Fig. 1: run 1, floorplan with the power grid
The bar under the picture is 20 um long. Pins as bars on the die edge. Tap cells in grey.
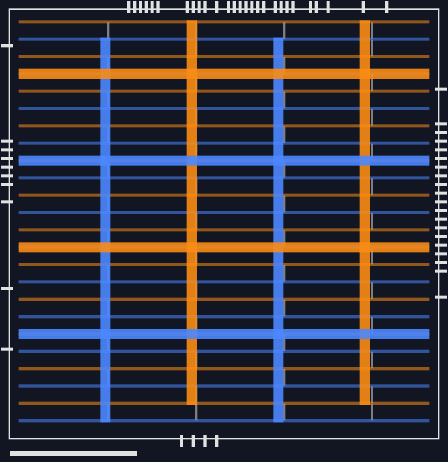
Fig. 2: run 1, placement by cell class
The bar under the picture is 20 um long.
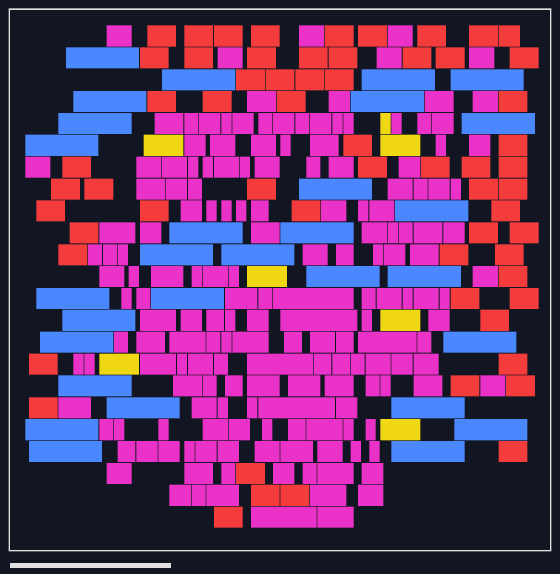
Fig. 3: run 1, clock distribution
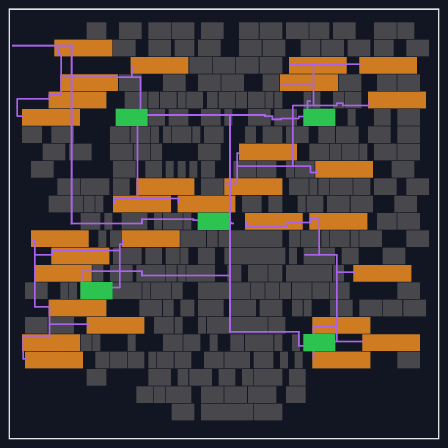
==> config.mk <==
export PLATFORM = sky130hd
export DESIGN_NAME = tff_bank_arbiter
export DESIGN_NICKNAME = d
export VERILOG_FILES = /design/src/rtl/tff_arb_pkg.sv /design/src/rtl/t_ff.sv /design/src/rtl/tff_bank_arbiter_rr_pick.sv /design/src/rtl/tff_bank_arbiter.sv
export SDC_FILE = /design/constraint.sdc
export NUM_CORES = 1
export LEC_CHECK = 0
export CORE_UTILIZATION = 53
export DETAILED_ROUTE_END_ITERATION = 7
export PLACE_DENSITY = 0.92
export SLEW_MARGIN = 40
export SYNTH_ARGS = -nofsm -noshare
export SYNTH_HDL_FRONTEND = slang
export SYNTH_SLANG_ARGS = --single-unit
==> constraint.sdc <==
create_clock -name clk -period 5.1 [get_ports clk]
set_input_delay 1.02 -clock clk [delete_from_list [all_inputs] [get_ports clk]]
set_output_delay 1.02 -clock clk [all_outputs]
set_load 0.05 [all_outputs]
==> src/rtl/tff_arb_pkg.sv <==
// Shared constants and width rules for the T flip-flop bank arbiter.
package tff_arb_pkg;

    localparam logic [1:0] IDLE   = 2'd0;
    localparam logic [1:0] TOGGLE = 2'd1;
    localparam logic [1:0] SETTLE = 2'd2;

    // Index width, kept at least 1 so degenerate sizes still give a legal vector.
    function automatic int idx_w(input int n_req);
        return (n_req > 1) ? $clog2(n_req) : 1;
    endfunction

    function automatic int cnt_w(input int settle_cyc);
        return (settle_cyc > 0) ? $clog2(settle_cyc + 1) : 1;
    endfunction

endpackage

==> src/rtl/t_ff.sv <==
// Single T flip-flop storage cell; q clears asynchronously while rstn is low.
module t_ff (
    input  logic clk,
    input  logic rstn,
    input  logic t,
    output logic q
);

    logic q_d;
    logic q_q;

    // Next value: invert when t is set.
    always_comb begin
        q_d = q_q ^ t;
    end

    // Storage flop.
    always_ff @(posedge clk or negedge rstn) begin
        if (!rstn) begin
            q_q <= 1'b0;
        end else begin
            q_q <= q_d;
        end
    end

    assign q = q_q;

endmodule

==> src/rtl/tff_bank_arbiter_rr_pick.sv <==
// Combinational round-robin picker: first set request at or above ptr, wrapping.
module rr_pick #(
    parameter int N_REQ = 4,
    parameter int IDX_W = 2
) (
    input  logic [N_REQ-1:0] req,
    input  logic [IDX_W-1:0] ptr,
    output logic             vld,
    output logic [IDX_W-1:0] win_idx,
    output logic [N_REQ-1:0] win_oh
);

    logic [IDX_W-1:0] idx_s;
    logic             hit_s;

    // Walk from farthest to nearest so the candidate closest to ptr lands last.
    always_comb begin
        vld     = 1'b0;
        win_idx = '0;
        win_oh  = '0;
        idx_s   = '0;
        hit_s   = 1'b0;
        for (int k = N_REQ - 1; k >= 0; k--) begin
            idx_s   = IDX_W'((int'(ptr) + k) % N_REQ);
            hit_s   = req[idx_s];
            vld     = vld | hit_s;
            win_idx = hit_s ? idx_s : win_idx;
            win_oh  = hit_s ? (N_REQ'(1) << idx_s) : win_oh;
        end
    end

endmodule

==> src/rtl/tff_bank_arbiter.sv <==
// Round-robin arbiter that owns the t inputs of a shared T flip-flop bank,
// issuing one single-cycle toggle per grant followed by a settle window.
module tff_bank_arbiter
    import tff_arb_pkg::*;
#(
    parameter  int N_REQ      = 4,
    parameter  int WIDTH      = 8,
    parameter  int SETTLE_CYC = 2,
    localparam int IDX_W      = idx_w(N_REQ),
    localparam int CNT_W      = cnt_w(SETTLE_CYC)
) (
    input  logic                   clk,
    input  logic                   rstn,
    input  logic [N_REQ-1:0]       req,
    input  logic [N_REQ*WIDTH-1:0] mask,
    output logic [N_REQ-1:0]       gnt,
    output logic [WIDTH-1:0]       t_vec,
    output logic [WIDTH-1:0]       q_vec,
    output logic                   busy,
    output logic [IDX_W-1:0]       gnt_id
);

    logic [1:0]       state_d, state_q;
    logic [IDX_W-1:0] ptr_d, ptr_q;
    logic [CNT_W-1:0] cnt_d, cnt_q;
    logic [N_REQ-1:0] gnt_d, gnt_q;
    logic [WIDTH-1:0] t_vec_d, t_vec_q;
    logic [IDX_W-1:0] gnt_id_d, gnt_id_q;
    logic             busy_d, busy_q;

    logic             pick_vld_s;
    logic [IDX_W-1:0] pick_idx_s;
    logic [N_REQ-1:0] pick_oh_s;
    logic [WIDTH-1:0] pick_mask_s;

    rr_pick #(
        .N_REQ (N_REQ),
        .IDX_W (IDX_W)
    ) u_rr_pick (
        .req     (req),
        .ptr     (ptr_q),
        .vld     (pick_vld_s),
        .win_idx (pick_idx_s),
        .win_oh  (pick_oh_s)
    );

    // Winner's mask via one-hot AND-OR so the slice select stays constant.
    always_comb begin
        pick_mask_s = '0;
        for (int i = 0; i < N_REQ; i++) begin
            pick_mask_s = pick_mask_s | (mask[i*WIDTH +: WIDTH] & {WIDTH{pick_oh_s[i]}});
        end
    end

    // Arbitration FSM next-state and output logic.
    always_comb begin
        state_d  = state_q;
        ptr_d    = ptr_q;
        cnt_d    = cnt_q;
        gnt_d    = gnt_q;
        t_vec_d  = t_vec_q;
        gnt_id_d = gnt_id_q;
        case (state_q)
            IDLE: begin
                if (pick_vld_s) begin
                    state_d  = TOGGLE;
                    gnt_d    = pick_oh_s;
                    t_vec_d  = pick_mask_s;
                    gnt_id_d = pick_idx_s;
                    ptr_d    = (int'(pick_idx_s) == N_REQ - 1) ? '0 : pick_idx_s + IDX_W'(1);
                end else begin
                    state_d = IDLE;
                end
            end
            TOGGLE: begin
                gnt_d   = '0;
                t_vec_d = '0;
                if (SETTLE_CYC == 0) begin
                    state_d = IDLE;
                end else begin
                    state_d = SETTLE;
                    cnt_d   = CNT_W'(SETTLE_CYC - 1);
                end
            end
            SETTLE: begin
                if (cnt_q == '0) begin
                    state_d = IDLE;
                end else begin
                    cnt_d = cnt_q - CNT_W'(1);
                end
            end
            default: begin
                state_d = IDLE;
                gnt_d   = '0;
                t_vec_d = '0;
            end
        endcase
        busy_d = (state_d != IDLE);
    end

    // Control and output registers.
    always_ff @(posedge clk or negedge rstn) begin
        if (!rstn) begin
            state_q  <= IDLE;
            ptr_q    <= '0;
            cnt_q    <= '0;
            gnt_q    <= '0;
            t_vec_q  <= '0;
            gnt_id_q <= '0;
            busy_q   <= 1'b0;
        end else begin
            state_q  <= state_d;
            ptr_q    <= ptr_d;
            cnt_q    <= cnt_d;
            gnt_q    <= gnt_d;
            t_vec_q  <= t_vec_d;
            gnt_id_q <= gnt_id_d;
            busy_q   <= busy_d;
        end
    end

    // The bank toggles on the edge that closes the TOGGLE cycle, when t_vec is live.
    for (genvar k = 0; k < WIDTH; k++) begin : g_bank
        t_ff u_cell (
            .clk  (clk),
            .rstn (rstn),
            .t    (t_vec_q[k]),
            .q    (q_vec[k])
        );
    end

    assign gnt    = gnt_q;
    assign t_vec  = t_vec_q;
    assign busy   = busy_q;
    assign gnt_id = gnt_id_q;

endmodule

==> Slide: Implementation Results, run 1 <==
Synthesis and Place & Route Summary

Place
  • Setup WS pre-CTS: 1410 ps
  • Hpwl dp: 3950 um
  • DP Area: 2720 um^2

Global routing
  • Global routing usage on met1: 34.3%
  • Largest net degree at the start of global routing: 30
  • Met2 usage: 45.0%
  • Vias in the first global route: 1916
  • Initial antenna violation count: 0

Status
  • Status: finished, final reports clean

Clock tree
  • Clk slew on worst S/H paths: 60 ps
  • Clock buffer depth: 2

Cells and area
  • Syn-to-layout area delta: 24.8%
  • Comb area: 1220 um^2

Synthesis
  • Number of flops mapped to enable cells by yosys: 0
  • Synth cell types: 48
  • Yosys warning count: 0
  • Synthesized instance count: 233
  • Ys cells: 233

Power and ir drop
  • Pwr Total: 1.98 mW
  • Pleak: 1.24 nW

Job
  • Max-cap viol count: 0
  • Tool Warnings: 33

STA
  • RSZ-0062 raised after global routing: false
  • Slew HR: 56.6%
  • Post-route clock skew: 6.24 ps
  • Final Hold Vio Count: 0
  • Crit share post-route: 67.7%

Setup path
  • CP endpoint kind: flip-flop

Die
  • Core outline area: 4030 um^2
  • Die y size: 67.2 um

Detailed routing
  • Drt pass-1 iters: 5
Back to the opening pictures, Fig. 1:
| net | colour |
|---|---|
| VSS | blue |
| VDD | orange |
tap cells: 50
rows: 23
signal pins: 61

Back to the opening pictures, Fig. 2:
| class | colour | cells |
|---|---|---|
| clock drivers and dummy loads | yellow | 7 |
| combinational and other logic | magenta | 173 |
| sequential cells | blue | 29 |
| remaining buffers and delay cells | red | 61 |
Seq/total area: 25.8%
# rows: 23
Design Area, Final: 2810 um^2

Back to the opening pictures, Fig. 3:
[clock drivers] green | count: 5
[flip-flops] orange | count: 29
[clock wires] purple | length: 414 um
flops lie: widely spread

==> run 1: cell usage in the layout (no fill, tap or decap), types with 9 or more instances in the layout <==
master           synthesis  layout
ha_1                     9       9
clkdlybuf4s50_1          0      60
a21oi_1                 17      16
a221o_1                 10      10
a22oi_1                 17      17
dfrtp_1                 29      29
o32ai_1                 10      10
a211o_1                 12      12
inv_1                   27      27
==> run 1: final cells by class <==
type	instances	share of cell area, %
timing repair buffer	61	21.7
multi-input combinational	145	43.4
tap	50	2.23
sequential	29	25.8
clock buffer	7	3.07
inverter	28	3.74
==> run 1: per-layer routing <==
| metal | share of wire, % | wire, um |
|---|---|---|
| met3 | 7.1 | 414 |
| met5 | 0 | 0 |
| met1 | 42 | 2460 |
| met4 | 1.3 | 78 |
| met2 | 49 | 2840 |
==> run 1: sequential cells by signal, summed over array words and instances (netlist names) <==
name / count
ptr_q: 2
cnt_q: 2
g_bank.u_cell.q: 8
gnt: 4
t_vec: 8
state_q: 2
gnt_id: 2
busy: 1
==> run 1: where the power goes <==
part / internal, mW / switching (mW)
registers: 0.339 / 0.116
logic: 0.522 / 0.807
clock network: 0.107 / 0.0867
total: 0.968 / 1.01
==> run 1: path summary, 6_finish.rpt <==
check / start / cells past startpoint / to
worst max-delay path: req[1] / 6 / t_vec[0]$_DFFE_PN0P_
max in group asynchronous: rstn / 2 / state_q[0]$_DFF_PN0_
worst max register to register: ptr_q[0]$_DFFE_PN0N_ / 6 / t_vec[0]$_DFFE_PN0P_
min in group asynchronous: rstn / 2 / g_bank[0].u_cell.q$_DFF_PN0_
worst min register to register: g_bank[7].u_cell.q$_DFF_PN0_ / 1 / g_bank[7].u_cell.q$_DFF_PN0_
worst min-delay path: g_bank[7].u_cell.q$_DFF_PN0_ / 1 / g_bank[7].u_cell.q$_DFF_PN0_
==> run 1: critical path: stages <==
cell and delay [ps]:
clkdlybuf4s50_1 600, mux4_2 630, or4_4 560, a221oi_4 490, a221o_1 260, a211o_1 110
==> run 1: through the flow <==
| stage | hold slack [ps] | utilization (%) |
|---|---|---|
| floorplan | 440 | - |
| global placement | 452 | 67.5 |
| detailed placement | 453 | 67.5 |
| CTS | 465 | 69.7 |
| global route | 474 | 69.7 |
| finish | 459 | 69.7 |
==> run 1: logic make-up (layout without fill, tap and decap cells) <==
logic type / Yosys count / count (layout) / synth area share [%]
fa+ha+maj: 9 / 9 / 5.01
mux: 9 / 9 / 6.17
buf+inv: 59 / 96 / 13.7
compound gates: 87 / 87 / 31.9
flops: 29 / 29 / 32.3
xor+xnor: 8 / 8 / 3.11
simple gates: 32 / 32 / 7.90
==> inputs of run 2 (changes only) <==
- CORE_UTILIZATION: 53 -> 49
- PLACE_DENSITY: 0.92 -> 0.86
- clock period: 5.1 -> 3.5 ns (I/O delays scaled with it)
Fig. 4: run 2, wiring by layer
The bar under the picture is 20 um long. Two of the layers only.
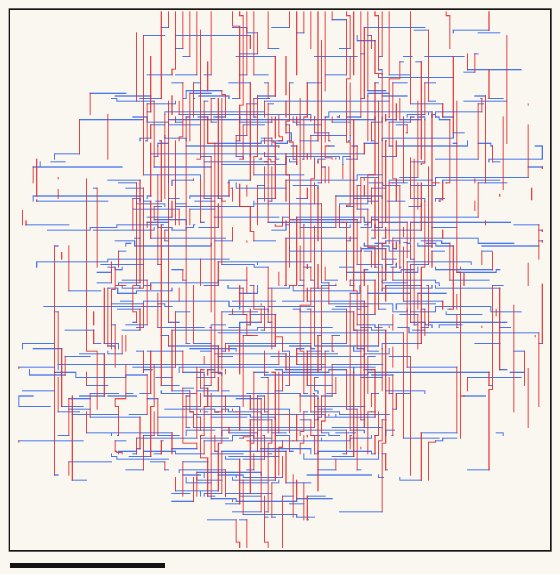
| layer | colour | wire length |
|---|---|---|
| metal 2 | red | 2720 um |
| metal 1 | blue | 2380 um |
gr usage total: 24.5%
final wirelength: 5640 um
routed length per placed instance: 17.1 um
Vias: 2049

==> run 2 against run 1 <==
- sequential power increased by 34%
- hold slack improved by 2.7 ps
- critical path depth unchanged
- routed wire length decreased by 2.6%
- combinational power increased by 52%
- critical endpoint unchanged
- synthesized cell count unchanged
- count of clock-buffer cells in the layout unchanged
- utilization decreased by 4.3 points
- critical path type unchanged
- largest cell class unchanged
==> Slide: Implementation Results, run 2 <==
Synthesis and Place & Route Summary

Synthesis
  • Ys cells: 233 (unchanged)
  • Synth Cell Area: 2250 um^2
  • Synthesized instance count: 233 (unchanged)
  • Number of flops mapped to enable cells by yosys: 0 (unchanged)
  • Synth cell types: 48 (unchanged)
  • Yosys warning count: 0 (unchanged)

Global routing
  • Vias in the first global route: 1966 (+2.6%)
  • Largest net degree at the start of global routing: 30 (unchanged)

Place
  • Hpwl dp: 4040 um (+2.2%)

Cells and area
  • Commonest Layout Cell: clkdlybuf4s50_1
  • Finished Layout Cells: 330
  • Top cells excl fill/tap: clkdlybuf4s50_1 (60), dfrtp_1 (29), inv_1 (27), a21oi_1 (17), a22oi_1 (17)

Setup path
  • R2R Path End: t_vec[0]$_DFFE_PN0P_
  • CP endpoint kind: flip-flop
  • CP Buf/Inv Count: 1 (unchanged)
  • Critical path's largest stage delay: 580 ps (-50 ps)
  • Slowest cell on crit path: mux4_2
  • CP top delay family: AND-OR/OR-AND gates

STA
  • Post-route clock skew: 4.67 ps (-1.57 ps)
  • Crit share post-route: 84.8%
  • RSZ-0062 raised after global routing: false
  • Final Hold Vio Count: 0 (unchanged)

Die
  • Core outline area: 4380 um^2 (+8.8%)
  • Die y size: 69.8 um (+3.9%)
  • # rows: 24 (+4.3%)

Job
  • Max-cap viol count: 0 (unchanged)

Clock tree
  • TritonCTS Buffers: 5
  • Clk slew on worst S/H paths: 60 ps (about the same)
  • Post CTS Setup Buffer Count: 0
  • Clock buffer depth: 2 (unchanged)

Detailed routing
  • WL met3: 433 um (+4.6%)
  • Top routing layer in use: met4
  • Drt pass-1 iters: 4 (-1)
  • Routed length on met1: 2380 um (-3.5%)

Worst hold path
  • Hold path start: g_bank[0].u_cell.q$_DFF_PN0_
  • WHS Endpoint: g_bank[0].u_cell.q$_DFF_PN0_
  • Worst Hold Depth: 1 (unchanged)

Status
  • Status: finished, final reports clean

Power and ir drop
  • Pleak: 1.27 nW (+3.1%)
  • Pwr Total: 2.91 mW (+47%)
run 2: worst max path at each step:
stage,end,from,cells past startpoint,slack (ps)
finish,t_vec[0]$_DFFE_PN0P_,req[0],6,530
floorplan,t_vec[0]$_DFFE_PN0P_,ptr_q[1]$_DFFE_PN0N_,8,750
CTS,t_vec[0]$_DFFE_PN0P_,req[0],6,550
global placement,t_vec[7]$_DFFE_PN0P_,req[0],6,320
detailed placement,t_vec[6]$_DFFE_PN0P_,req[0],6,280
global route,t_vec[0]$_DFFE_PN0P_,req[0],6,400
run 2: logic make-up (layout without fill, tap and decap cells):
family | count (synthesis) | after routing | synth area share (%)
buf+inv | 59 | 104 | 13.7
flops | 29 | 29 | 32.3
compound gates | 87 | 87 | 31.9
mux | 9 | 9 | 6.17
simple gates | 32 | 32 | 7.90
xor+xnor | 8 | 8 | 3.11
fa+ha+maj | 9 | 9 | 5.01
run 2: stage by stage:
stage                     hold slack (ps)  instance area (um^2)  utilization (%)  setup WS (ps)
after detailed placement              454                  2780             63.4            281
after floorplan                       404                  2250                -            753
after CTS                             466                  2870             65.4            554
final                                 462                  2870             65.4            532
after global placement                451                  2780             63.4            319
after global routing                  474                  2870             65.4            404
run 2: report_power, final:
group | total [mW] | internal (mW) | leakage, nW | switching [mW]
Combinational | 2.02 | 0.801 | 0.875 | 1.22
Sequential | 0.611 | 0.495 | 0.355 | 0.116
Clock | 0.284 | 0.156 | 0.0443 | 0.129
Total | 2.91 | 1.45 | 1.27 | 1.46
run 2: area by class of cell:
class	instances	area (um^2)
repair buffers	69	668
well taps	52	65.1
multi-input cells	145	1220
clock buffers	7	86.3
fillers	369	1520
flip-flops and latches	29	726
inverters	28	105
run 2: metal layers:
| metal | vias up | track usage [%] |
|---|---|---|
| met5 | - | 0 |
| met4 | 0 | 8.44 |
| met3 | 12 | 6.83 |
| met2 | 91 | 39.2 |
| met1 | 995 | 32.1 |
| li1 | 951 | - |
No activity file was given, so power comes from the tool's default toggle rates.
